### Cell area per tile

Drawn at 1 px/um. 37 x 37 tiles, from white (low) to dark blue (high), 0 to 100% covered.
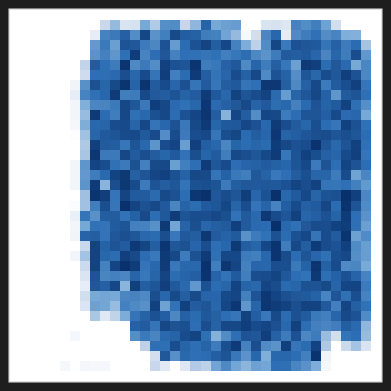
### Wiring by layer

Drawn at 1 px/um.
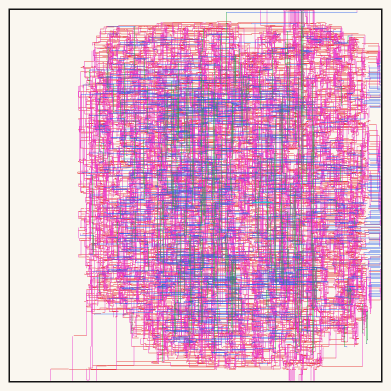
### Clock nets

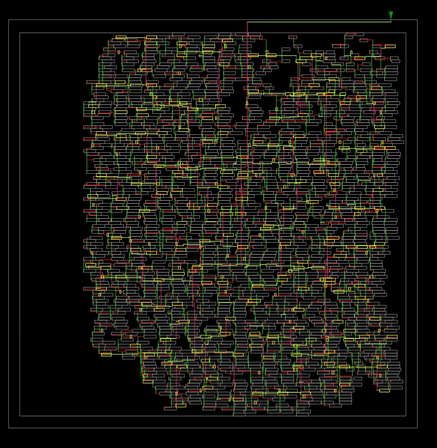
### Sequential cells grouped by signal name

Drawn at 1 px/um.
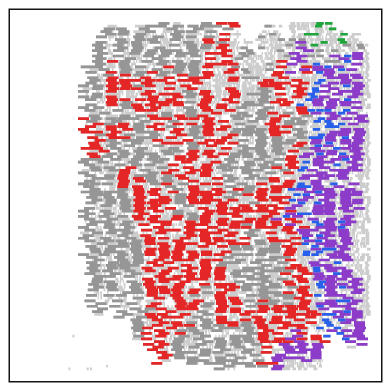
### Met4 routing

Drawn at 1.5 px/um. Supply wires on this layer in grey. Cells faint in the background.
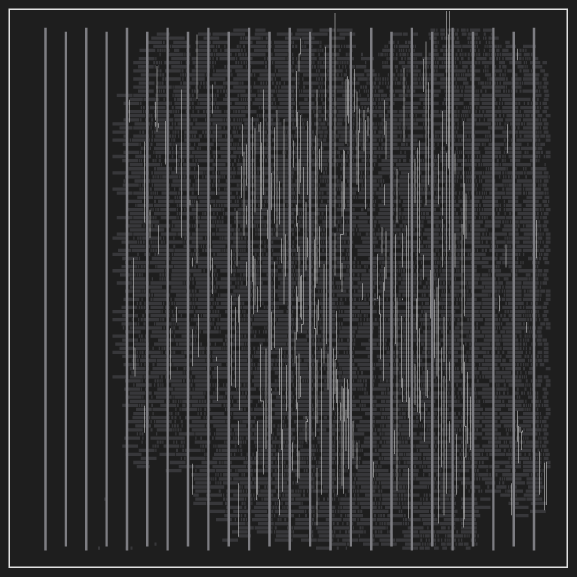
### config.mk
export PLATFORM = sky130hd
export DESIGN_NAME = avg_pool_window_generator
export DESIGN_NICKNAME = d
export VERILOG_FILES = /design/src/rtl/avg_pool_window_generator.sv
export SDC_FILE = /design/constraint.sdc
export NUM_CORES = 2
export LEC_CHECK = 0
export ABC_AREA = 1
export CAP_MARGIN = 10
export CORE_MARGIN = 10
export CORE_UTILIZATION = 55
export DETAILED_ROUTE_END_ITERATION = 12
export GPL_ROUTABILITY_DRIVEN = 0
export PLACE_DENSITY = 0.79
export SLEW_MARGIN = 20
export SYNTH_ARGS = -nofsm -noshare
export SYNTH_HDL_FRONTEND = slang
export SYNTH_SLANG_ARGS = --single-unit
### constraint.sdc
create_clock -name clk -period 7.5 [get_ports clk]
set_input_delay 1.5 -clock clk [delete_from_list [all_inputs] [get_ports clk]]
set_output_delay 1.5 -clock clk [all_outputs]
set_load 0.01 [all_outputs]
### src/rtl/avg_pool_window_generator.sv
// Streams a pooled feature map out of BRAM in raster order and emits every unpadded 3x3 window
// through a 2-entry first-word-fall-through FIFO with valid/ready backpressure.
module avg_pool_window_generator #(
  parameter int number_datawidth             = 16,
  parameter int output_map_address_datawidth = 11,
  parameter int STATE_DATAWIDTH              = 4,
  parameter int AVG1_STATE                   = 3,
  parameter int AVG2_STATE                   = 6,
  parameter int AVG3_STATE                   = 9,
  parameter int AVG1_OUTPUT_SIZE             = 40,
  parameter int AVG2_OUTPUT_SIZE             = 18,
  parameter int AVG3_OUTPUT_SIZE             = 7,
  parameter int MAX_MAP_SIZE                 = 40
) (
  input  logic                                    clk,
  input  logic                                    reset,
  input  logic                                    start,
  input  logic [STATE_DATAWIDTH-1:0]              state,
  input  logic [number_datawidth-1:0]             BRAM_Win_In,
  output logic                                    rd_ena,
  output logic [output_map_address_datawidth-1:0] BRAM_Win_In_Address,
  output logic                                    win_valid,
  input  logic                                    win_ready,
  output logic [9*number_datawidth-1:0]           window,
  output logic                                    busy,
  output logic                                    done,
  output logic [1:0]                              dbg_fsm_state
);

  localparam int DW = number_datawidth;
  localparam int AW = output_map_address_datawidth;
  localparam int CW = $clog2(MAX_MAP_SIZE + 1);

  // Handshake: a window transfers on a rising clk edge where win_valid && win_ready; while
  // win_valid is high and win_ready low, window holds its value and nothing is dropped.
  typedef enum logic [1:0] {S_IDLE, S_FETCH, S_DRAIN, S_DONE} fsm_t;

  fsm_t            fsm_q, fsm_d;
  logic [CW-1:0]   n_q, n_sel;
  logic [AW-1:0]   last_addr_q, last_sel;
  logic [AW-1:0]   addr_q;
  logic            rd_pend_q;
  logic [CW-1:0]   row_q, col_q;
  logic [9*DW-1:0] win_q, win_d;
  logic [DW-1:0]   line_a_q [MAX_MAP_SIZE];
  logic [DW-1:0]   line_b_q [MAX_MAP_SIZE];
  logic [DW-1:0]   new_col  [3];
  logic [9*DW-1:0] fifo_mem_q [2];
  logic            fifo_rd_q, fifo_wr_q;
  logic [1:0]      fifo_cnt_q;
  logic            push, pop;

  always_comb begin
    n_sel    = CW'(AVG1_OUTPUT_SIZE);
    last_sel = AW'(AVG1_OUTPUT_SIZE * AVG1_OUTPUT_SIZE - 1);
    if (state == STATE_DATAWIDTH'(AVG2_STATE)) begin
      n_sel    = CW'(AVG2_OUTPUT_SIZE);
      last_sel = AW'(AVG2_OUTPUT_SIZE * AVG2_OUTPUT_SIZE - 1);
    end else if (state == STATE_DATAWIDTH'(AVG3_STATE)) begin
      n_sel    = CW'(AVG3_OUTPUT_SIZE);
      last_sel = AW'(AVG3_OUTPUT_SIZE * AVG3_OUTPUT_SIZE - 1);
    end
  end

  always_ff @(posedge clk) begin
    if (reset) fsm_q <= S_IDLE;
    else       fsm_q <= fsm_d;
  end

  always_comb begin
    fsm_d = fsm_q;
    case (fsm_q)
      S_IDLE:  if (start) fsm_d = S_FETCH;
      S_FETCH: if (rd_ena && addr_q == last_addr_q) fsm_d = S_DRAIN;
      S_DRAIN: if (fifo_cnt_q == 2'd0 && !rd_pend_q) fsm_d = S_DONE;
      S_DONE:  fsm_d = S_IDLE;
      default: fsm_d = S_IDLE;
    endcase
  end

  // A read is only issued when a FIFO slot is guaranteed for the pixel it returns.
  always_comb begin
    rd_ena = (fsm_q == S_FETCH) &&
             (fifo_cnt_q == 2'd0 || (fifo_cnt_q == 2'd1 && win_ready));
    busy   = (fsm_q == S_FETCH) || (fsm_q == S_DRAIN);
    done   = (fsm_q == S_DONE);
  end

  always_comb begin
    win_d      = win_q;
    new_col[0] = line_a_q[col_q];
    new_col[1] = line_b_q[col_q];
    new_col[2] = BRAM_Win_In;
    for (int r = 0; r < 3; r++) begin
      for (int c = 0; c < 2; c++) begin
        win_d[DW*(3*r+c) +: DW] = win_q[DW*(3*r+c+1) +: DW];
      end
      win_d[DW*(3*r+2) +: DW] = new_col[r];
    end
  end

  assign push = rd_pend_q && (row_q >= CW'(2)) && (col_q >= CW'(2));
  assign pop  = (fifo_cnt_q != 2'd0) && win_ready;

  always_ff @(posedge clk) begin
    if (reset) begin
      n_q         <= '0;
      last_addr_q <= '0;
      addr_q      <= '0;
      rd_pend_q   <= 1'b0;
      row_q       <= '0;
      col_q       <= '0;
      win_q       <= '0;
      fifo_rd_q   <= 1'b0;
      fifo_wr_q   <= 1'b0;
      fifo_cnt_q  <= 2'd0;
    end else begin
      if (fsm_q == S_IDLE && start) begin
        n_q         <= n_sel;
        last_addr_q <= last_sel;
        addr_q      <= '0;
        row_q       <= '0;
        col_q       <= '0;
      end
      if (rd_ena) addr_q <= addr_q + AW'(1);
      rd_pend_q <= rd_ena;
      if (rd_pend_q) begin
        win_q <= win_d;
        if (col_q == n_q - CW'(1)) begin
          col_q <= '0;
          row_q <= row_q + CW'(1);
        end else begin
          col_q <= col_q + CW'(1);
        end
      end
      if (push) fifo_wr_q <= ~fifo_wr_q;
      if (pop)  fifo_rd_q <= ~fifo_rd_q;
      case ({push, pop})
        2'b10:   fifo_cnt_q <= fifo_cnt_q + 2'd1;
        2'b01:   fifo_cnt_q <= fifo_cnt_q - 2'd1;
        default: fifo_cnt_q <= fifo_cnt_q;
      endcase
    end
  end

  // Storage arrays carry no reset: their contents are overwritten before they are ever observed.
  always_ff @(posedge clk) begin
    if (rd_pend_q) begin
      line_b_q[col_q] <= BRAM_Win_In;
      line_a_q[col_q] <= line_b_q[col_q];
    end
    if (push) fifo_mem_q[fifo_wr_q] <= win_d;
  end

  assign win_valid           = (fifo_cnt_q != 2'd0);
  assign window              = win_valid ? fifo_mem_q[fifo_rd_q] : '0;
  assign BRAM_Win_In_Address = addr_q;
  assign dbg_fsm_state       = fsm_q;

endmodule

==> run notes <==
flow finished, numbers: final tally of setup violations 0, most heavily used metal layer in global routing met2, total gr overflow 0, via total after detailed routing 45928, Site Rows 128, H-tree levels 4, register share of total power 0.505, average wire length per cell after detail routing 23.8 um, most common cell after layout, fill and taps aside sky130_fd_sc_hd__edfxtp_1, Final Instance Area 0.0760 sq mm, area fraction in compound gates 0.0394, met2 WL 83.4 mm, Worst Hold Path EP fifo_mem_q[0][12], Register-to-Register Path Depth 10, post-place setup slack 2780 ps, nature of the critical path startpoint flop, area occupied by multi-input gates 0.0160 sq mm, iteration count of the initial detailed-routing pass 7, RSZ-0062 raised after global routing false, Crit path arrival time 3600 ps, M1 wire length 64.9 mm, Die Span X 371 um, top layer used by detailed routing met5, endpoint of the worst setup timing path window[109], upper clock frequency limit 0.196 GHz, type of the worst setup path reg -> out, post-synthesis xor/xnor area fraction 0.00168, clock tree from TritonCTS yes, die height 371 um, Max Cap Violations 0, overall routing resource usage 0.254, Hold Path Class reg -> reg, via-per-instance ratio 6.08, IR Drop Worst-Case VDD 262 uV, most frequent cell after synthesis sky130_fd_sc_hd__edfxtp_1, Post-CTS Resized 0, depth of the critical timing path with buffers and inverters included 7, Final Hold Viols 0, CP max-delay cell sky130_fd_sc_hd__clkinv_2, switching share of total power 0.262, Post-Syn Instances 5719, crit path from fifo_cnt_q[0], via count of the first global-routing pass 43037, synthesized area divided by synthesized cell count 11.9 sq um, Total Power 22.0 mW, amount of wire on met3 after detailed routing 22.3 mm, placed instance area 0.0708 sq mm, I/O pins 185, Iter 0 DRT Violations 6816, tally of buffers added on design ports 184, proportion of netlist area held by the largest area contributor 0.695, Clk pin slew, worst setup/hold paths 60 ps, time the final worst path needs with I/O delays and setup 5100 ps, Placed Cells incl. Taps 7262, main flop type after synthesis sky130_fd_sc_hd__edfxtp_1, Final Skew 25.3 ps, count of library flops with an enable pin 1568, result of the run finished clean, layout cells sized above 1 0.0698, area leader, netlist sky130_fd_sc_hd__edfxtp_1, CTS Root Buffer Type sky130_fd_sc_hd__clkbuf_16, worst-path maximum fanout 70, Hold-fix buffers, CTS 0, area fraction in and, or, nand and nor cells 0.187, antenna violations before repair 6, layout overhead on the synthesized area 12.1%, area of the die 0.138 sq mm, number of storage elements in the synthesis netlist 1707, met2 Track Usage GR 0.403, number of buffers inserted to repair setup after CTS 0, largest registers line_a_q (640), line_b_q (640), fifo_mem_q (288), power share of the clock group 0.362, Int Pwr 16.2 mW, FFs w/ async S/R, synth 0
-- 'Cell area per tile' (at the start) --
nearly empty tiles = 28%
densest ninth of the die = centre
fullest tile = 100%
emptiest ninth of the die = south-west
mean over tiles = 54%

-- 'Wiring by layer' (at the start) --
metal 5 -> cyan  # wire length 18.4 um
metal 1 -> red  # wire length 64.9 mm
metal 3 -> blue  # wire length 22.3 mm
metal 2 -> magenta  # wire length 83.4 mm
metal 4 -> green  # wire length 9500 um

-- 'Clock nets' (at the start) --
count of sequential standard cells: 1707
clock latency of the later-clocked register in the worst-skew pair: 770 ps
Clock buffer cells: 190
Num CTS Buffers: 157
Clock Sink Count: 1707

-- 'Sequential cells grouped by signal name' (at the start) --
BRAM_Win_In_Address -> green  # flops 11, where north-east
line_a_q -> red  # flops 640
fifo_mem_q -> purple  # flops 288, where a vertical strip on the right
win_q -> blue  # flops 96, where a vertical strip on the right
Seq power: 11.1 mW
Sequential Area: 0.0499 sq mm
sequential share of cell area: 0.657
Core Util, Final: 0.623

-- 'Met4 routing' (at the start) --
main direction = vertical
share of all routed wire = 5.3%
longest straight run = 227 um
nets with wire on the layer = 129
wire length on this layer = 9500 um

==> logic make-up after synthesis <==
group                    after synthesis
AND/OR/NAND/NOR                     3050
flip-flops                          1707
AND-OR/OR-AND                        481
buffers and inverters                452
adder cells (fa/ha/maj)               16
XOR/XNOR                              13
==> cell type report <==
cell class              count  share of cell area
repair buffers            280              0.0337
multi-input cells        3560               0.210
flip-flops and latches   1707               0.657
diodes                      6            0.000198
clock inverters           102              0.0132
inverters                  90             0.00487
clock buffers             190              0.0546
well taps                1625              0.0268
==> power groups by stage <==
stage          registers, mW  clock network (mW)  logic (mW)
2_1_floorplan           11.2                   0        1.87
3_3_place_gp            11.3                   0        2.73
3_5_place_dp            11.3                   0        2.83
4_1_cts                 11.1                8.00        2.87
5_1_grt                 11.1                8.39        3.18
6_report                11.1                7.97        2.92
Power figures rest on the tool's default switching activity, not on a simulated workload.
